**config.mk**
```make
export PLATFORM = sky130hd
export DESIGN_NAME = fifo_rd_serializer
export DESIGN_NICKNAME = d
export VERILOG_FILES = /design/src/rtl/fifo_rd_serializer.sv
export SDC_FILE = /design/constraint.sdc
export NUM_CORES = 1
export LEC_CHECK = 0
export CAP_MARGIN = 20
export CORE_MARGIN = 1.5
export CORE_UTILIZATION = 30
export CTS_BUF_LIST = sky130_fd_sc_hd__clkbuf_8
export DETAILED_ROUTE_END_ITERATION = 8
export SLEW_MARGIN = 20
export SYNTH_ARGS = -nofsm -noshare
export SYNTH_HDL_FRONTEND = slang
export SYNTH_SLANG_ARGS = --single-unit
```
**constraint.sdc**
```tcl
create_clock -name clk -period 2.2 [get_ports clk]
set_clock_uncertainty 0.05 [all_clocks]
set_input_delay 0.33 -clock clk [delete_from_list [all_inputs] [get_ports clk]]
set_output_delay 0.33 -clock clk [all_outputs]
set_load 0.05 [all_outputs]
```
**src/rtl/fifo_rd_serializer.sv**
```systemverilog
// Pops wide words from a first-word-fall-through FIFO and streams them out as RATIO narrow valid/ready beats.
// Optional stall counter (stall_cnt/stall_clr) is built when FIFO_RD_SER_STALL_CNT_EN is defined.
module fifo_rd_serializer #(
    parameter int unsigned IN_WIDTH  = 32,
    parameter int unsigned OUT_WIDTH = 8,
    parameter bit          LSB_FIRST = 1'b1
) (
    input  logic                 clk,
    input  logic                 rest,
    input  logic                 flush,
    input  logic                 fifo_empty,
    output logic                 fifo_read,
    input  logic [IN_WIDTH-1:0]  fifo_read_data,
    output logic                 out_valid,
    input  logic                 out_ready,
    output logic [OUT_WIDTH-1:0] out_data,
    output logic                 out_last,
    output logic                 busy
`ifdef FIFO_RD_SER_STALL_CNT_EN
    ,
    input  logic                 stall_clr,
    output logic [15:0]          stall_cnt
`endif
);

    localparam int unsigned RATIO = IN_WIDTH / OUT_WIDTH;
    localparam int unsigned CNT_W = (RATIO > 1) ? $clog2(RATIO) : 1;
    localparam logic [CNT_W-1:0] CNT_LAST = CNT_W'(RATIO - 1);

    if ((IN_WIDTH % OUT_WIDTH) != 0 || RATIO < 1) begin : g_cfg_err
        $error("fifo_rd_serializer: IN_WIDTH must be a non-zero multiple of OUT_WIDTH");
    end

    logic [IN_WIDTH-1:0] hold_data_q, hold_data_d;
    logic                hold_valid_q, hold_valid_d;
    logic [CNT_W-1:0]    cnt_q, cnt_d;
    logic [CNT_W-1:0]    slice_idx;
    logic                at_last;
    logic                xfer;

    // Pop/advance decisions; flush outranks both reload and beat advance.
    always_comb begin
        hold_data_d  = hold_data_q;
        hold_valid_d = hold_valid_q;
        cnt_d        = cnt_q;

        at_last   = (cnt_q == CNT_LAST);
        xfer      = hold_valid_q && out_ready;
        fifo_read = !rest && !flush && !fifo_empty && (!hold_valid_q || (out_ready && at_last));

        if (flush) begin
            hold_valid_d = 1'b0;
            cnt_d        = '0;
        end else if (fifo_read) begin
            hold_data_d  = fifo_read_data;
            hold_valid_d = 1'b1;
            cnt_d        = '0;
        end else if (xfer) begin
            if (at_last) begin
                hold_valid_d = 1'b0;
                cnt_d        = '0;
            end else begin
                cnt_d = cnt_q + CNT_W'(1);
            end
        end
    end

    always_ff @(posedge clk or posedge rest) begin
        if (rest) begin
            hold_data_q  <= '0;
            hold_valid_q <= 1'b0;
            cnt_q        <= '0;
        end else begin
            hold_data_q  <= hold_data_d;
            hold_valid_q <= hold_valid_d;
            cnt_q        <= cnt_d;
        end
    end

    // Beat k maps to slice k (LSB first) or slice RATIO-1-k (MSB first).
    always_comb begin
        slice_idx = LSB_FIRST ? cnt_q : (CNT_LAST - cnt_q);
        out_data  = OUT_WIDTH'(hold_data_q >> (32'(slice_idx) * OUT_WIDTH));
        out_valid = hold_valid_q;
        busy      = hold_valid_q;
        out_last  = hold_valid_q && at_last;
    end

`ifdef FIFO_RD_SER_STALL_CNT_EN
    logic [15:0] stall_cnt_q, stall_cnt_d;

    // Saturating count of cycles a beat waited on out_ready.
    always_comb begin
        stall_cnt_d = stall_cnt_q;
        if (flush || stall_clr) begin
            stall_cnt_d = '0;
        end else if (hold_valid_q && !out_ready && stall_cnt_q != 16'hFFFF) begin
            stall_cnt_d = stall_cnt_q + 16'd1;
        end
    end

    always_ff @(posedge clk or posedge rest) begin
        if (rest) begin
            stall_cnt_q <= '0;
        end else begin
            stall_cnt_q <= stall_cnt_d;
        end
    end

    assign stall_cnt = stall_cnt_q;
`endif

endmodule

```
==> summary.txt, run 1 <==
run results: I/O Buffers 48, Unique masters post-synth 15, Complex Gates by Area 0.4789%, post_cts resized 1, hpwl dp 2.271 mm, gr usage total 12.54%, Avg Synthesized Cell Area 16.50 µm², YS chip area 1568 µm², crit-path max cell delay 0.41 ns, RePlAce Congestion 0.7164, Hold Path Depth 1, H-tree depth 2, Power Density 818.3 nW/µm², reg2reg end hold_data_q[20], synthesized instance count 95, Hold Path End hold_data_q[25], Crit Path Class reg2out, Die Ht 75.29 µm, worst reg2reg startpoint cnt_q[0], CP most frequent cell buf_12, global route total overflow 0, Placed Cells 212, final hold vios 0, Tot Pwr 0.001946 W, most instantiated logic cells after routing clkdlybuf4s50_1 (38), dfrtp_1 (34), mux2_2 (32), vias in the first global route 1,121, Area growth, synth to finish 51.72%, VDD IR max 404.9 µV, Post-Syn Area 1568 µm², status completed, R2R setup slack 0.16 ns, Post-Syn Nets 133, average wire per standard cell 14.04 µm, Slew Limit Fails 0, Syn. warnings 0, DIE AREA 5669 µm², DRC viols 0
[run 1: metal layers]
layer	up-vias	part of all wire (%)	routed length [µm]	global-route usage, %
li1	483	-	-	-
met1	525	46	1505	16.35
met2	33	48	1588	20.18
met3	2	5.7	189	5.291
met4	0	0.48	16	1.786
met5	-	0	0	0
[run 1: through the flow]
step | area (µm²) | worst slack, ns
global route | 2379 | 0.02502
global placement | 2135 | 0.2335
floorplan | 1568 | 0.2233
detailed placement | 2135 | 0.1945
finish | 2379 | 0.1340
CTS | 2248 | 0.06917
[run 1: cells in the mapped netlist, drive strengths merged]
cell,count,share of area (%)
nor4,1,1.4
and2,1,0.40
a21boi,1,0.48
mux2i,2,1.3
mux4,8,11
inv,1,0.24
nor3,2,0.64
mux2,32,23
ha,1,0.80
nor2,4,0.96
buf,6,3.3
dfrtp,35,56
nand2,1,0.24
[run 1: power by group]
part	internal [W]	leakage [nW]	total, W	switching, W
clock	0.000337	0.0581	0.000573	0.000236
sequential	0.000775	0.419	0.000839	0.0000643
combinational	0.000282	0.532	0.000534	0.000251
total	0.00139	1.01	0.00195	0.000552
[run 1: worst max path at each step]
stage                      endpoint  slack (ns)
floorplan           hold_data_q[14]        0.22
global placement          fifo_read        0.23
detailed placement        fifo_read        0.19
CTS                       fifo_read        0.07
global route              fifo_read        0.03
finish                    fifo_read        0.13
[run 1: final cells by class]
cell class | instances | area, µm² | area share (%)
clock buffer | 5 | 68.82 | 2.893
clock inverter | 3 | 43.79 | 1.841
inverter | 1 | 3.754 | 0.1578
multi-input combinational | 53 | 636.9 | 26.78
sequential | 35 | 877.1 | 36.88
tap | 70 | 87.58 | 3.682
timing repair buffer | 68 | 660.6 | 27.77
[run 1: sequential cells by signal (all words and copies together) (netlist names)]
name	cells
busy	1
hold_data_q	32
cnt_q	2
Figure 1. Clock routing (run 1).
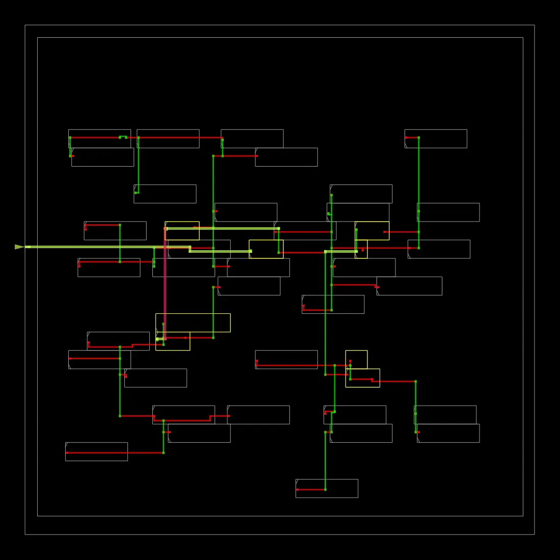
Sink Count: 35
number of buffers created by CTS: 5

Figure 2. Selected gate families (run 1).
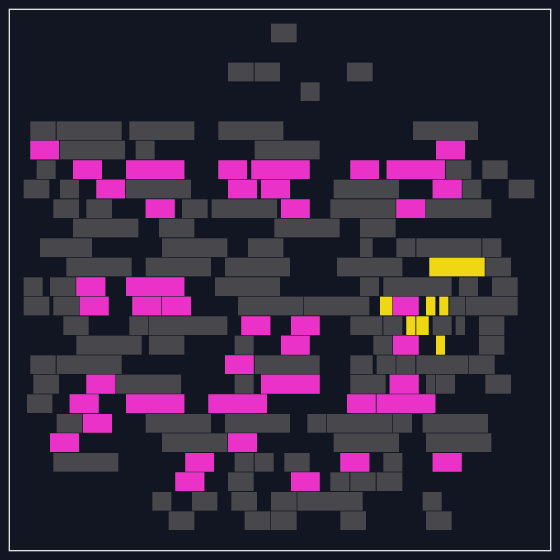
Key: mux cells = magenta [cells 42]; nor cells = yellow [cells 7, where east]
fraction of area in multi-input gates: 26.78%
Commonest Layout Cell: clkdlybuf4s50_1
final non-filler cell total: 235

Figure 3. Clock network drawn from the DEF (run 1).
The bar under the picture is 20 µm long.
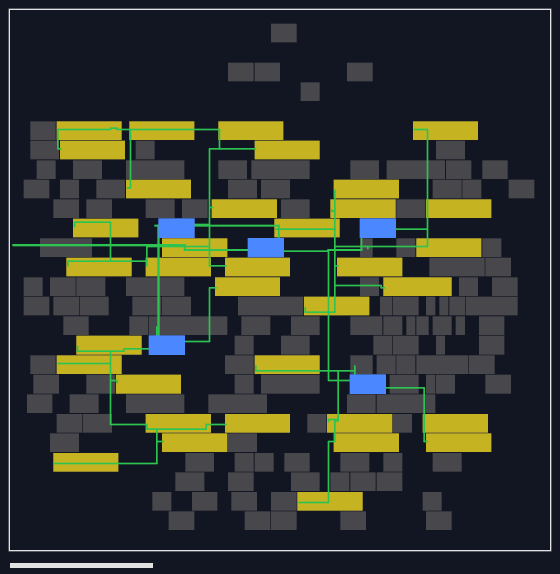
Key: flip-flops = yellow [count 35]; clock wires = green [length 431 µm]; clock drivers = blue [count 5]
There are 6 routed clock nets.
Clk power: 0.000573 W
Latency at later pin: 0.28 ns
clock share of power: 29.5%

==> inputs of run 2 (changes only) <==
CORE_UTILIZATION = 25   (was 30)
CTS_CLUSTER_DIAMETER = 120   (was not set)
Figure 4. Clock network drawn from the DEF (run 2).
The bar under the picture is 20 µm long.
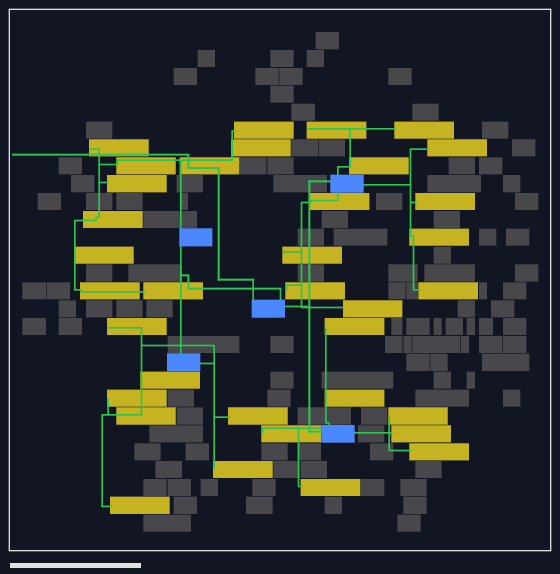
clock share of power: 33.2%
Clk power: 0.000672 W

Figure 5. Metal layers overlaid (run 2).
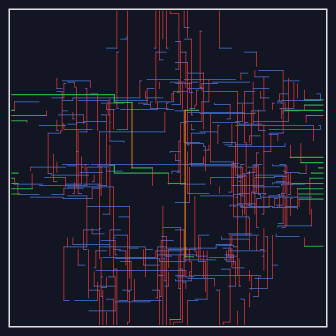
Key: metal 4 = orange [wire length 55.1 µm]; metal 2 = red [wire length 1,720 µm]; metal 3 = green [wire length 171 µm]; metal 1 = blue [wire length 1,300 µm]

==> run 2 against run 1 <==
Net effect:
- critical path depth shrank 1
- sequential power is 0.6% lower
- maximum frequency grew 1.9%
- cell count fell by 3.4%
- cell area down 3.8%
- register-to-register slack gained 0.32 ns
- hold slack got worse by 0.0017 ns
- clock-buffer cell count unchanged
- routed wire length down 1.7%
- synthesized area did not move
- largest cell class unchanged
==> summary.txt, run 2 <==
run results: status completed, met2 GRT Util 17.72%, met1 usage 12.19%, Area growth, synth to finish 45.97%, Post-Syn Area 1568 µm², Latency at later pin 0.28 ns, gr usage total 10.71%, Die Ht 82.19 µm, Commonest Layout Cell clkdlybuf4s50_1, Synth Flop Type dfrtp_1, hpwl dp 2.454 mm, Post-synth ARST share 100.0%, synthesized instance count 95, vias in the first global route 1,110, Power Density 884.0 nW/µm², Tot Pwr 0.002023 W, Area leader share 55.87%, Unique masters post-synth 15, YS chip area 1568 µm², Routed met2 length 1.717 mm, final hold vios 0, VDD IR max 341.8 µV, number of buffers created by CTS 5, max reg flops 32, Crit Path Class in2out, most instantiated logic cells after routing clkdlybuf4s50_1 (38), dfrtp_1 (35), mux2_2 (32), Most flops, register hold_data_q, Highest Signal Layer met4, most used routing layer met2, most numerous cell in the Yosys netlist dfrtp_1, GR Util met3 3.187%, synth cell count leaders dfrtp_1 (35), mux2_2 (32), mux4_2 (8), H-tree depth 2, largest area contributor in the netlist dfrtp_1, RePlAce Congestion 0.6176, Routed met1 length 1.298 mm, Sink Count 35, EDFF count, synth 0, post_cts resized 0, WL met3 171 µm, Post-synth seq share 55.87%, fin crit period 2.028 ns, DRC viols 0, global route total overflow 0, Syn. warnings 0, DIE AREA 6755 µm²
[run 2: cell counts after synthesis]
Identical to the previous run, type by type.
[run 2: worst paths after layout]
kind | from | end | slack [ns]
setup / recovery | rest | fifo_read | 0.17
hold / removal | hold_data_q[29] | hold_data_q[29] | 0.45
setup reg to reg | cnt_q[0] | hold_data_q[3] | 0.48
hold reg to reg | hold_data_q[29] | hold_data_q[29] | 0.45
max in group asynchronous | rest | hold_data_q[13] | 1.36
min in group asynchronous | rest | hold_data_q[19] | 0.46
[run 2: per-stage QoR]
stage | setup slack, ns | instance area [µm²] | hold slack, ns | std cells | utilization [%]
final | 0.1724 | 2288 | 0.4544 | 227 | 38.20
after global routing | 0.06217 | 2288 | 0.4688 | 227 | 38.20
after CTS | 0.1488 | 2288 | 0.4565 | 227 | 38.20
after detailed placement | 0.1801 | 2156 | 0.4426 | 219 | 35.99
after global placement | 0.2229 | 2156 | 0.4350 | 219 | 35.99
after floorplan | 0.2233 | 1568 | 0.3464 | 95 | -
[run 2: report_power, final]
part	switching, W	internal [W]
Clock	0.000224	0.000448
Combinational	0.000248	0.000269
Sequential	0.0000591	0.000775
[run 2: layout make-up]
class                           count  area (µm²)
Clock buffer                        5       68.82
Clock inverter                      3       63.81
Inverter                            1       3.754
Tap cell                           75       93.84
Sequential cell                    35       875.8
Fill cell                         570        3702
Multi-Input combinational cell     53       636.9
Timing Repair Buffer               55       545.5
[run 2: kinds of logic after synthesis]
logic type | Yosys count | share of synthesized area (%)
adders and majority gates | 1 | 0.7980
buffers and inverters | 7 | 3.511
AOI/OAI and AO/OA | 1 | 0.4790
and+or+nand+nor | 9 | 3.591
muxes | 42 | 35.75
DFF | 35 | 55.87
[run 2: critical path, cell delays in order]
cell and delay, ns:
clkdlybuf4s50_1 0.50, nor4_4 0.40, buf_12 0.25, buf_12 0.16
==> inputs of run 3 (changes only) <==
ABC_AREA = 0   (was not set)
Figure 6. Clock routing (run 3).
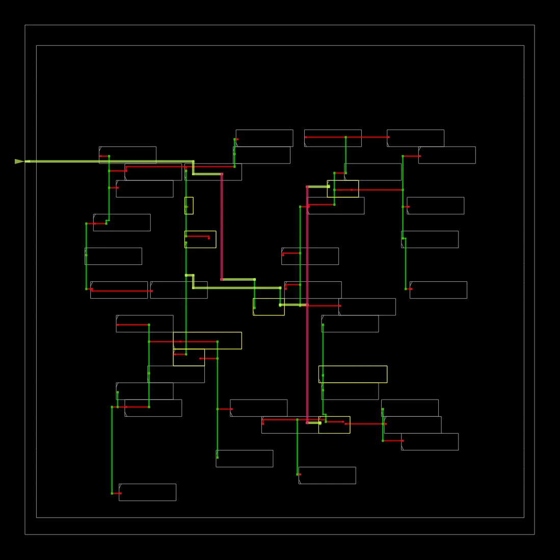
flip-flops: 35
Clock buffer cells: 5

==> run 3 against run 2 <==
Net effect:
- combinational power barely moved
- maximum frequency did not move
- synthesized cell count did not move
- cell count did not move
- via count did not move
- routed wire length did not move
- sequential power barely moved
- critical path depth did not move
- global-route usage did not move
- largest cell class unchanged
==> summary.txt, run 3 <==
run results: hold path start hold_data_q[29], Final Hold Slack 0.4544 ns, Post-synth seq share 55.87%, final non-filler cell total 227, Post-Syn Nets 133, synth top area cells dfrtp_1 (56%), mux2_2 (23%), mux4_2 (11%), buf_6 (2.2%), nor4_4 (1.4%), Finished Cell Area 2288 µm², global route total overflow 0, Area leader share 55.87%, most numerous cell in the Yosys netlist dfrtp_1, Hold Path End hold_data_q[29], Unique masters post-synth 15, status completed, I/O Buffers 48, H-tree depth 2, reg2reg end hold_data_q[3], CP delay by family, top buffers and inverters, Tot Pwr 0.002023 W, synthesized instance count 95, Sw Pwr 0.0005307 W, Slew Limit Fails 0
Figure 7. Clock network drawn from the DEF (run 3).
The bar under the picture is 20 µm long.
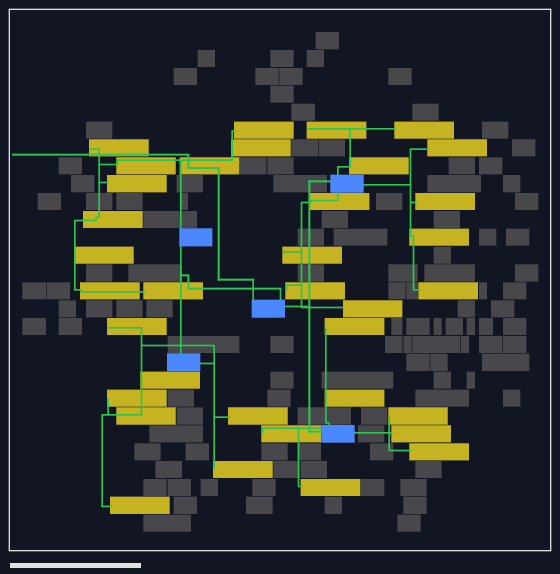
Key: flip-flops = yellow [count 35]; clock drivers = blue [count 5]; clock wires = green [length 457 µm]
There are 6 routed clock nets.

[run 3: worst max path at each step]
stage / startpoint / to / cells past startpoint
final: rest / fifo_read / 4
after global routing: cnt_q[0] / fifo_read / 5
after CTS: cnt_q[0] / out_data[5] / 3
after detailed placement: rest / fifo_read / 4
after global placement: flush / fifo_read / 4
after floorplan: busy / hold_data_q[14] / 4
[run 3: cell families after synthesis]
kind of cell             after synthesis  synth area share [%]
multiplexers                          42                 35.75
AND/OR/NAND/NOR                        9                 3.591
flip-flops                            35                 55.87
adder cells (fa/ha/maj)                1                0.7980
buffers and inverters                  7                 3.511
AND-OR/OR-AND                          1                0.4790
[run 3: area by class of cell]
| class | instances | area [µm²] | area share [%] |
|---|---|---|---|
| Tap cell | 75 | 93.84 | 4.101 |
| Inverter | 1 | 3.754 | 0.1640 |
| Multi-Input combinational cell | 53 | 636.9 | 27.83 |
| Timing Repair Buffer | 55 | 545.5 | 23.84 |
| Clock buffer | 5 | 68.82 | 3.007 |
| Sequential cell | 35 | 875.8 | 38.27 |
| Clock inverter | 3 | 63.81 | 2.788 |
[run 3: layer usage]
| layer | wire (µm) | up-vias | share of wire, % | global-route usage (%) |
|---|---|---|---|---|
| met1 | 1298 | 508 | 40 | 12.19 |
| met4 | 55 | 0 | 1.7 | 6.271 |
| met2 | 1717 | 30 | 53 | 17.72 |
| met5 | 0 | - | 0 | 0 |
| met3 | 171 | 5 | 5.3 | 3.187 |
| li1 | - | 463 | - | - |
[run 3: power groups by stage]
stage / Sequential, W / Combinational, W / Clock, W
floorplan: 0.000832 / 0.000357 / 0
global route: 0.000856 / 0.000548 / 0.000719
finish: 0.000834 / 0.000517 / 0.000672
detailed placement: 0.000851 / 0.000524 / 0
CTS: 0.000838 / 0.000526 / 0.000696
global placement: 0.000841 / 0.000512 / 0
Power is estimated from default activity; no workload was simulated.
